[src/rtl/mfp_spi_slave_responder_pkg.sv]
// Shared types and defaults for the SPI slave responder.
// Frame layout: leading zeros, sample, trailing zeros.
package mfp_spi_slave_responder_pkg;

    typedef enum logic {
        ST_IDLE   = 1'b0,
        ST_ACTIVE = 1'b1
    } state_e;

    localparam int DEF_FRAME_BITS = 16;
    localparam int DEF_DATA_WIDTH = 8;
    localparam int DEF_LEAD_ZEROS = 3;

    function automatic int trail_zeros(
        input int fb,
        input int dw,
        input int lz
    );
        return fb - lz - dw;
    endfunction

endpackage

[src/rtl/mfp_spi_slave_responder_if.sv]
// Bundle of SPI pins, sample handshake and frame status.
// master = SPI host / sample producer side, slave = responder.
interface mfp_spi_slave_responder_if #(
    parameter int FRAME_BITS = 16,
    parameter int DATA_WIDTH = 8
);
    logic [DATA_WIDTH-1:0] tx_data;
    logic                  tx_valid;
    logic                  tx_ready;
    logic                  spi_cs_n;
    logic                  spi_sck;
    logic                  spi_mosi;
    logic                  spi_miso;
    logic                  spi_miso_oe;
    logic [FRAME_BITS-1:0] rx_data;
    logic                  rx_valid;
    logic                  frame_done;
    logic                  underrun;
    logic                  abort;

    modport master (
        output tx_data, tx_valid,
        output spi_cs_n, spi_sck, spi_mosi,
        input  tx_ready, spi_miso, spi_miso_oe,
        input  rx_data, rx_valid, frame_done,
        input  underrun, abort
    );

    modport slave (
        input  tx_data, tx_valid,
        input  spi_cs_n, spi_sck, spi_mosi,
        output tx_ready, spi_miso, spi_miso_oe,
        output rx_data, rx_valid, frame_done,
        output underrun, abort
    );

endinterface

[src/rtl/mfp_spi_slave_sync_edge.sv]
// 2-FF synchronizer with a third stage for rise/fall pulses.
// Edges are masked until the pipeline holds real pin samples.
module mfp_spi_slave_sync_edge #(
    parameter logic RST_VAL = 1'b0
) (
    input  logic clk,
    input  logic resetn,
    input  logic din,
    output logic dout,
    output logic rise,
    output logic fall
);
    logic       s1;
    logic       s2;
    logic       s3;
    logic [2:0] fill;

    always_ff @(posedge clk or negedge resetn) begin
        if (!resetn) begin
            s1   <= RST_VAL;
            s2   <= RST_VAL;
            s3   <= RST_VAL;
            fill <= '0;
        end else begin
            s1   <= din;
            s2   <= s1;
            s3   <= s2;
            fill <= {fill[1:0], 1'b1};
        end
    end

    // a level held through reset must not look like an edge
    assign dout = s2;
    assign rise = fill[2] & s2 & ~s3;
    assign fall = fill[2] & ~s2 & s3;

endmodule

[src/rtl/mfp_spi_slave_responder.sv]
// SPI slave emulating an ADC081S021-style sensor, mode-3 timing,
// all pins oversampled on clk.
module mfp_spi_slave_responder
    import mfp_spi_slave_responder_pkg::*;
#(
    parameter int FRAME_BITS = DEF_FRAME_BITS,
    parameter int DATA_WIDTH = DEF_DATA_WIDTH,
    parameter int LEAD_ZEROS = DEF_LEAD_ZEROS
) (
    input  logic clk,
    input  logic resetn,
    mfp_spi_slave_responder_if.slave bus
);
    localparam int TRAIL =
        trail_zeros(FRAME_BITS, DATA_WIDTH, LEAD_ZEROS);
    localparam int CNT_W = $clog2(FRAME_BITS + 1);
    localparam logic [CNT_W-1:0] CNT_MAX  = CNT_W'(FRAME_BITS);
    localparam logic [CNT_W-1:0] CNT_LAST = CNT_W'(FRAME_BITS - 1);

    if (TRAIL < 0) begin : g_cfg_err
        $error("LEAD_ZEROS + DATA_WIDTH exceeds FRAME_BITS");
    end

    logic cs_s, cs_rise, cs_fall;
    logic sck_s, sck_rise, sck_fall;
    logic mosi_s, mosi_rise, mosi_fall;
    logic unused_sigs;

    mfp_spi_slave_sync_edge #(.RST_VAL(1'b1)) u_cs (
        .clk(clk), .resetn(resetn), .din(bus.spi_cs_n),
        .dout(cs_s), .rise(cs_rise), .fall(cs_fall)
    );
    mfp_spi_slave_sync_edge #(.RST_VAL(1'b1)) u_sck (
        .clk(clk), .resetn(resetn), .din(bus.spi_sck),
        .dout(sck_s), .rise(sck_rise), .fall(sck_fall)
    );
    mfp_spi_slave_sync_edge #(.RST_VAL(1'b0)) u_mosi (
        .clk(clk), .resetn(resetn), .din(bus.spi_mosi),
        .dout(mosi_s), .rise(mosi_rise), .fall(mosi_fall)
    );

    assign unused_sigs = &{1'b0, cs_s, sck_s, mosi_rise, mosi_fall};

    state_e                state, state_n;
    logic                  hold_full, hold_full_n;
    logic [DATA_WIDTH-1:0] hold_data, hold_data_n;
    logic [DATA_WIDTH-1:0] last_sample, last_n;
    logic [FRAME_BITS-1:0] tx_shift, tx_shift_n;
    logic [FRAME_BITS-1:0] rx_shift, rx_shift_n;
    logic [CNT_W-1:0]      bit_cnt, bit_cnt_n;
    logic                  done_pend, done_pend_n;
    logic [FRAME_BITS-1:0] rx_data_q, rx_data_n;
    logic                  rx_valid_q, rx_valid_n;
    logic                  frame_done_q, frame_done_n;
    logic                  underrun_q, underrun_n;
    logic                  abort_q, abort_n;
    logic                  miso_q, miso_n;
    logic                  oe_q, oe_n;
    logic [DATA_WIDTH-1:0] sample;
    logic [FRAME_BITS-1:0] tx_frame;

    // hold first, then same-cycle bypass, then repeat the last sample
    assign sample = hold_full    ? hold_data :
                    bus.tx_valid ? bus.tx_data : last_sample;
    assign tx_frame = FRAME_BITS'(sample) << TRAIL;

    always_ff @(posedge clk or negedge resetn) begin
        if (!resetn) begin
            state        <= ST_IDLE;
            hold_full    <= 1'b0;
            hold_data    <= '0;
            last_sample  <= '0;
            tx_shift     <= '0;
            rx_shift     <= '0;
            bit_cnt      <= '0;
            done_pend    <= 1'b0;
            rx_data_q    <= '0;
            rx_valid_q   <= 1'b0;
            frame_done_q <= 1'b0;
            underrun_q   <= 1'b0;
            abort_q      <= 1'b0;
            miso_q       <= 1'b0;
            oe_q         <= 1'b0;
        end else begin
            state        <= state_n;
            hold_full    <= hold_full_n;
            hold_data    <= hold_data_n;
            last_sample  <= last_n;
            tx_shift     <= tx_shift_n;
            rx_shift     <= rx_shift_n;
            bit_cnt      <= bit_cnt_n;
            done_pend    <= done_pend_n;
            rx_data_q    <= rx_data_n;
            rx_valid_q   <= rx_valid_n;
            frame_done_q <= frame_done_n;
            underrun_q   <= underrun_n;
            abort_q      <= abort_n;
            miso_q       <= miso_n;
            oe_q         <= oe_n;
        end
    end

    always_comb begin
        state_n      = state;
        hold_full_n  = hold_full;
        hold_data_n  = hold_data;
        last_n       = last_sample;
        tx_shift_n   = tx_shift;
        rx_shift_n   = rx_shift;
        bit_cnt_n    = bit_cnt;
        done_pend_n  = 1'b0;
        rx_data_n    = rx_data_q;
        rx_valid_n   = 1'b0;
        frame_done_n = 1'b0;
        underrun_n   = 1'b0;
        abort_n      = 1'b0;
        miso_n       = miso_q;
        oe_n         = oe_q;

        if (bus.tx_valid && !hold_full) begin
            hold_full_n = 1'b1;
            hold_data_n = bus.tx_data;
        end

        if (done_pend) begin
            rx_data_n    = rx_shift;
            rx_valid_n   = 1'b1;
            frame_done_n = 1'b1;
        end

        unique case (state)
            ST_IDLE: begin
                miso_n = 1'b0;
                oe_n   = 1'b0;
                if (cs_fall) begin
                    state_n     = ST_ACTIVE;
                    oe_n        = 1'b1;
                    hold_full_n = 1'b0;
                    underrun_n  = !hold_full && !bus.tx_valid;
                    last_n      = sample;
                    tx_shift_n  = tx_frame;
                    rx_shift_n  = '0;
                    bit_cnt_n   = '0;
                    miso_n      = tx_frame[FRAME_BITS-1];
                end
            end
            ST_ACTIVE: begin
                oe_n = 1'b1;
                if (cs_rise) begin
                    state_n = ST_IDLE;
                    oe_n    = 1'b0;
                    miso_n  = 1'b0;
                    abort_n = bit_cnt < CNT_MAX;
                end else if (sck_rise && bit_cnt < CNT_MAX) begin
                    rx_shift_n  = {rx_shift[FRAME_BITS-2:0], mosi_s};
                    bit_cnt_n   = bit_cnt + CNT_W'(1);
                    done_pend_n = bit_cnt == CNT_LAST;
                end else if (sck_fall && bit_cnt != '0) begin
                    // the leading fall before any rise is skipped above
                    if (bit_cnt < CNT_MAX) begin
                        tx_shift_n = tx_shift << 1;
                        miso_n     = tx_shift[FRAME_BITS-2];
                    end else begin
                        miso_n = 1'b0;
                    end
                end
            end
            default: state_n = ST_IDLE;
        endcase
    end

    assign bus.tx_ready    = ~hold_full;
    assign bus.spi_miso    = miso_q;
    assign bus.spi_miso_oe = oe_q;
    assign bus.rx_data     = rx_data_q;
    assign bus.rx_valid    = rx_valid_q;
    assign bus.frame_done  = frame_done_q;
    assign bus.underrun    = underrun_q;
    assign bus.abort       = abort_q;

endmodule

[src/flat_wrapper.sv]
// flat-port wrapper written by rule: the top's interface ports become plain ports
module mfp_spi_slave_responder_flat import mfp_spi_slave_responder_pkg::*;
#(
    parameter int FRAME_BITS = DEF_FRAME_BITS,
    parameter int DATA_WIDTH = DEF_DATA_WIDTH,
    parameter int LEAD_ZEROS = DEF_LEAD_ZEROS
)
  (clk, resetn, bus_tx_data, bus_tx_valid, bus_spi_cs_n, bus_spi_sck, bus_spi_mosi, bus_tx_ready, bus_spi_miso, bus_spi_miso_oe, bus_rx_data, bus_rx_valid, bus_frame_done, bus_underrun, bus_abort);
  mfp_spi_slave_responder_if #(.FRAME_BITS(FRAME_BITS), .DATA_WIDTH(DATA_WIDTH)) bus_i ();
  input  logic clk;
  input  logic resetn;
  input wire logic [$bits(bus_i.tx_data)-1:0] bus_tx_data;
  input wire logic [$bits(bus_i.tx_valid)-1:0] bus_tx_valid;
  input wire logic [$bits(bus_i.spi_cs_n)-1:0] bus_spi_cs_n;
  input wire logic [$bits(bus_i.spi_sck)-1:0] bus_spi_sck;
  input wire logic [$bits(bus_i.spi_mosi)-1:0] bus_spi_mosi;
  output wire logic [$bits(bus_i.tx_ready)-1:0] bus_tx_ready;
  output wire logic [$bits(bus_i.spi_miso)-1:0] bus_spi_miso;
  output wire logic [$bits(bus_i.spi_miso_oe)-1:0] bus_spi_miso_oe;
  output wire logic [$bits(bus_i.rx_data)-1:0] bus_rx_data;
  output wire logic [$bits(bus_i.rx_valid)-1:0] bus_rx_valid;
  output wire logic [$bits(bus_i.frame_done)-1:0] bus_frame_done;
  output wire logic [$bits(bus_i.underrun)-1:0] bus_underrun;
  output wire logic [$bits(bus_i.abort)-1:0] bus_abort;
  assign bus_i.tx_data = bus_tx_data;
  assign bus_i.tx_valid = bus_tx_valid;
  assign bus_i.spi_cs_n = bus_spi_cs_n;
  assign bus_i.spi_sck = bus_spi_sck;
  assign bus_i.spi_mosi = bus_spi_mosi;
  assign bus_tx_ready = bus_i.tx_ready;
  assign bus_spi_miso = bus_i.spi_miso;
  assign bus_spi_miso_oe = bus_i.spi_miso_oe;
  assign bus_rx_data = bus_i.rx_data;
  assign bus_rx_valid = bus_i.rx_valid;
  assign bus_frame_done = bus_i.frame_done;
  assign bus_underrun = bus_i.underrun;
  assign bus_abort = bus_i.abort;
  mfp_spi_slave_responder #(.FRAME_BITS(FRAME_BITS), .DATA_WIDTH(DATA_WIDTH), .LEAD_ZEROS(LEAD_ZEROS)) u_core (.clk(clk), .resetn(resetn), .bus(bus_i));
endmodule
[config.mk]
export PLATFORM = sky130hd
export DESIGN_NAME = mfp_spi_slave_responder_flat
export DESIGN_NICKNAME = d
export VERILOG_FILES = /design/src/rtl/mfp_spi_slave_responder_pkg.sv /design/src/rtl/mfp_spi_slave_responder_if.sv /design/src/rtl/mfp_spi_slave_sync_edge.sv /design/src/rtl/mfp_spi_slave_responder.sv /design/src/flat_wrapper.sv
export SDC_FILE = /design/constraint.sdc
export NUM_CORES = 1
export LEC_CHECK = 0
export ABC_AREA = 1
export CAP_MARGIN = 20
export CELL_PAD_IN_SITES_DETAIL_PLACEMENT = 1
export CELL_PAD_IN_SITES_GLOBAL_PLACEMENT = 2
export CORE_MARGIN = 4
export CORE_UTILIZATION = 35
export DETAILED_ROUTE_END_ITERATION = 10
export PLACE_DENSITY = 0.8
export SYNTH_ARGS = -nofsm -noshare
export SYNTH_HDL_FRONTEND = slang
export SYNTH_SLANG_ARGS = --single-unit
[constraint.sdc]
create_clock -name clk -period 1.7 [get_ports clk]
set_input_delay 0.17 -clock clk [delete_from_list [all_inputs] [get_ports clk]]
set_output_delay 0.17 -clock clk [all_outputs]
set_load 0.01 [all_outputs]
### Supply network

Scale bar: 20 um. Pins as bars on the die edge.
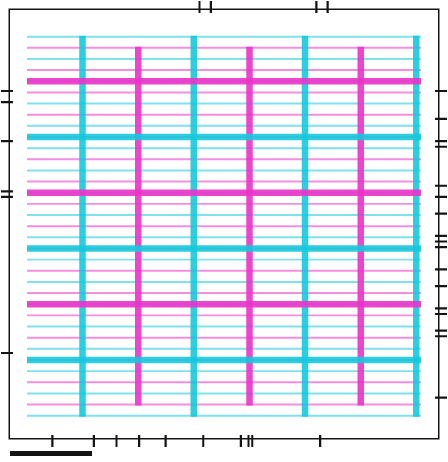
VDD: drawn in magenta. VSS: drawn in cyan.
6 straps on met5. 37 signal pins sit on the boundary. 35 met1 rails follow the rows. The core has 34 rows.

### Placement by cell class

Scale bar: 20 um.
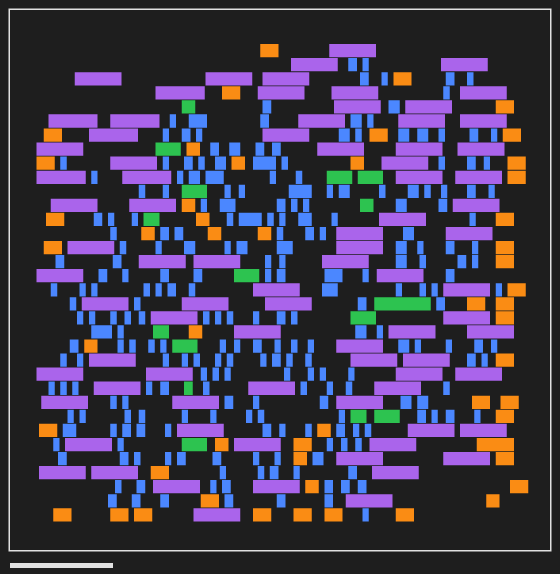
combinational and other logic: drawn in blue, cells 249, share of their area 29%. clock drivers and dummy loads: drawn in green, cells 16, share of their area 5.2%. sequential cells: drawn in purple, cells 81, share of their area 53%. remaining buffers and delay cells: drawn in orange, cells 52, share of their area 13%.

### Clock distribution

Scale bar: 20 um.
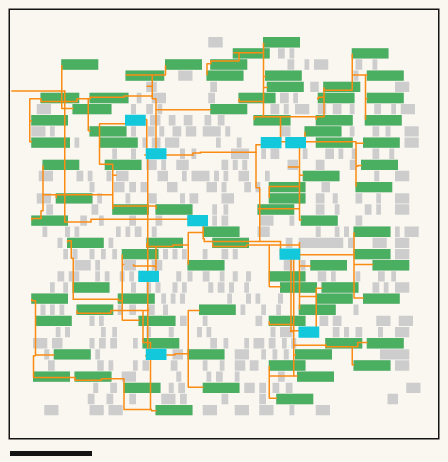
clock drivers: drawn in cyan, count 9. clock wires: drawn in orange, length 1,050 um. flip-flops: drawn in green, count 81.
Position of the flops: spread over the die. There are 10 routed clock nets.
clock group share of total power: 31.0%
clock latency at the later pin of the worst-skew pair: 0.36 ns
skew final: 0.01253 ns

### Routed metal, one color a layer

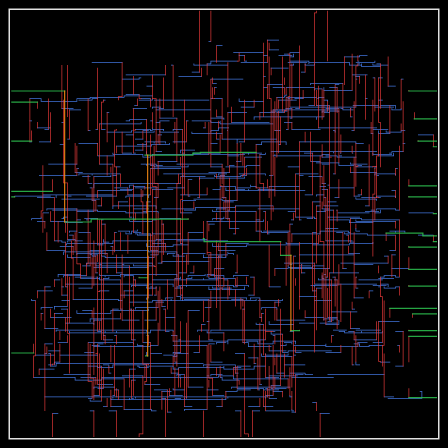
metal 4: drawn in orange, wire length 99.3 um. metal 2: drawn in red, wire length 3,420 um. metal 3: drawn in green, wire length 227 um. metal 1: drawn in blue, wire length 3,280 um.
total global routing track utilization: 14.00%
Vias: 2,438
total wirelength of the detailed-routed design: 7.032 mm
final routed wire length divided by cell count: 13.90 um

### Track usage over the die

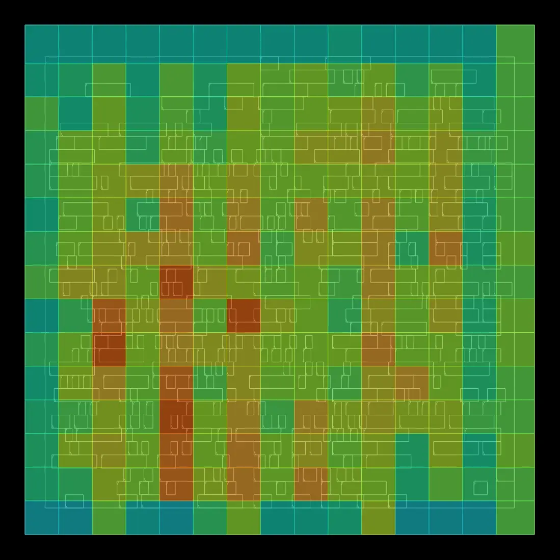
global route hottest layer: met2
GR Util met1: 18.33%

==> datasheet_impl.txt <==
Physical design parameters

Parameter                              Value

Run status
  Status    complete, no violations

Worst hold path
  Path type of the worst min-delay path    input pin to async pin

Logic synthesis
  Post-synthesis share of cell area spent on and, or, nand and nor gates    21.72%
  FA/HA/MAJ Cells, Area Fraction    1.153%
  Leading area contributor after synthesis    dfrtp_1
  Post-Syn Area    3254 um2
  Instance tally after logic synthesis    346
  Most common cell in the synthesized netlist    nand2_1
  Most frequently used flop master after synthesis    dfrtp_1
  Top non-seq family    simple AND/OR/NAND/NOR gates
  Post-synth mux share    0%
  Number of distinct library cell variants in the gate-level netlist after synthesis    25
  Average instance area after synthesis    9.406 um2
  YS chip area    3254 um2
  Synth Register Bits    81
  Post-synth seq share    62.51%
  Warnings, synthesis    0
  Floorplan Nets    363
  Commonest cells in the synthesized netlist    98 x nand2_1, 75 x dfrtp_1, 33 x nand3_1, 28 x inv_1, 27 x nor2_1
  Count of flip-flops with a built-in enable after synthesis    0
  XOR-XNOR Cells, Area Fraction    0.2691%
  Top area cell types    dfrtp_1 58%, nand2_1 11%, nand3_1 5.1%, dfstp_2 4.8%, inv_1 3.2%
  FFs w/ async S/R, synth    100.0%

Detailed routing
  DRC viols    0
  Via-to-Cell Ratio    4.818
  Initial drt markers    65
  Router iterations before antenna repair    4

Power
  Total leakage power    1.929 nW
  Worst supply voltage drop on vdd    429.9 uV
  Power density over cell area    1157 nW/um2

Clock tree
  Number of setup buffers added after CTS    0
  Root buffer cell    clkbuf_8
  Number of sinks handled by clock tree synthesis    81
  Clock tree from TritonCTS    yes
  Total CTS buffers    9
  CTS Buffer Depth    2
  H-tree levels    3
  Register clock-pin slew on the reported worst setup and hold paths    0.09 ns

Layout
  Multi-input logic area    1027 um2
  Fin nets    410
  Sequential cell area    2034 um2
  Proportion of layout cells with a drive suffix above 1    12.56%
  Area growth from synthesis to layout    23.03%
  Number of non-filler instances in the completed layout    506

Global route
  First-pass GRT wire length    12.34 mm
  Maximum number of pins on one net before global-route repair    45
  GRT Residual Overflow    0
  Initial antenna violation count    0

Setup path
  Endpoint type of the worst setup path    primary output
  Capturing point of the worst reg2reg path    u_core.tx_shift[9]$_DFFE_PN0P_
  Worst-case register-to-register setup slack    0.14 ns
  Arrival time worst endpoint    1.46 ns
  Critical path destination    bus_spi_miso_oe
  Data required time at the worst endpoint    1.53 ns
  Path depth of the worst reg2reg path    9
  Kind of critical path    flop to primary output
  Launching point of the worst reg2reg path    u_core.bit_cnt[0]$_DFFE_PN0P_

Job
  OpenROAD warning count    27
  Max-cap violations    0

Floorplanning
  Die extent in y    104.4 um
  Core Rows    34
  Area of the chip    10,900 um2
  X dimension of the die    104.4 um

Placed design
  Routability congestion estimate    0.7050
  Cell total after placement    489
  Input/output buffers    36
  DP Wirelength    5.016 mm

Final timing
  Crit share post-route    95.69%
  Hold violation total from the final report    0
  Number of endpoints failing setup at the final stage    0
  RSZ-0062 raised after global routing    no
  Fin crit period    1.627 ns
## state kept, by name, summed over array words and instances, names as in the netlist, 3 cells and up
register            count
u_core.bus.rx_data     16
u_core.rx_shift        16
u_core.tx_shift        10
u_core.hold_data        8
u_core.last_sample      8
u_core.bit_cnt          5
u_core.u_cs.fill        3
## critical path, stage by stage (launching register included)
cell	delay, ns
dfrtp_1	0.35
buf_4	0.20
clkdlybuf4s50_1	0.56
## power by group
part           internal, W  switching, W
Sequential         0.00223      0.000165
Combinational     0.000324      0.000475
Clock             0.000691      0.000743
## layout by cell type, fill, tap and decap left out, types with 2 or more instances in the layout
| cell type | synthesis | final |
|---|---|---|
| a21oi_1 | 16 | 16 |
| nand3_1 | 33 | 33 |
| clkbuf_8 | 0 | 9 |
| o22ai_1 | 16 | 16 |
| clkdlybuf4s50_1 | 0 | 35 |
| clkinvlp_4 | 0 | 2 |
| clkinv_2 | 0 | 2 |
| nand3_2 | 3 | 3 |
| dfrtp_1 | 75 | 75 |
| nand2_1 | 98 | 96 |
| nor3_1 | 2 | 2 |
| o21ai_0 | 11 | 11 |
| inv_1 | 28 | 28 |
| nor2_1 | 27 | 27 |
| buf_4 | 4 | 15 |
| dfstp_2 | 6 | 6 |
| nor2_2 | 3 | 3 |
| ha_1 | 3 | 3 |
| inv_6 | 0 | 3 |
| nand2_2 | 1 | 2 |
## kinds of logic after synthesis
kind of cell,after synthesis
and+or+nand+nor,168
DFF,81
AOI/OAI and AO/OA,46
buffers and inverters,46
adders and majority gates,3
xor gates and xnor gates,1
other,1
## metrics by stage
stage / cell area, um2 / hold slack [ns] / utilization [%] / worst slack, ns / power (W)
floorplan: 3254 / -0.1256 / - / 0.3705 / 0.002949
global placement: 3782 / 0.05813 / 42.54 / 0.06234 / 0.003223
detailed placement: 3782 / 0.06151 / 42.54 / 0.06165 / 0.003254
CTS: 3994 / 0.2063 / 44.92 / 0.02401 / 0.004726
global route: 4004 / 0.1973 / 45.03 / 0.0006801 / 0.004958
finish: 4004 / 0.2215 / 45.03 / 0.07328 / 0.004632
## area by class of cell
cell class              instances  share of cell area, %
flip-flops and latches         81                  50.81
multi-input cells             219                  25.66
repair buffers                 52                  12.31
well taps                     108                  3.375
clock buffers                   9                  3.094
inverters                      30                  2.844
clock inverters                 7                  1.906
## routing by layer
metal | routed length [um] | vias up | global-route usage (%)
met5 | 0 | - | 0
met4 | 99 | 0 | 5.128
met3 | 227 | 7 | 3.352
met2 | 3421 | 32 | 22.56
met1 | 3284 | 1199 | 18.33
li1 | - | 1200 | -
## repair_timing
| action | in CTS | in global routing |
|---|---|---|
| pin swaps | 0 | 0 |
| setup endpoints to repair | 1 | 7 |
| hold buffers | 1 | 0 |
| gates resized | 1 | 3 |
| hold endpoints to repair | 59 | 0 |
No activity file was given, so power comes from the tool's default toggle rates.
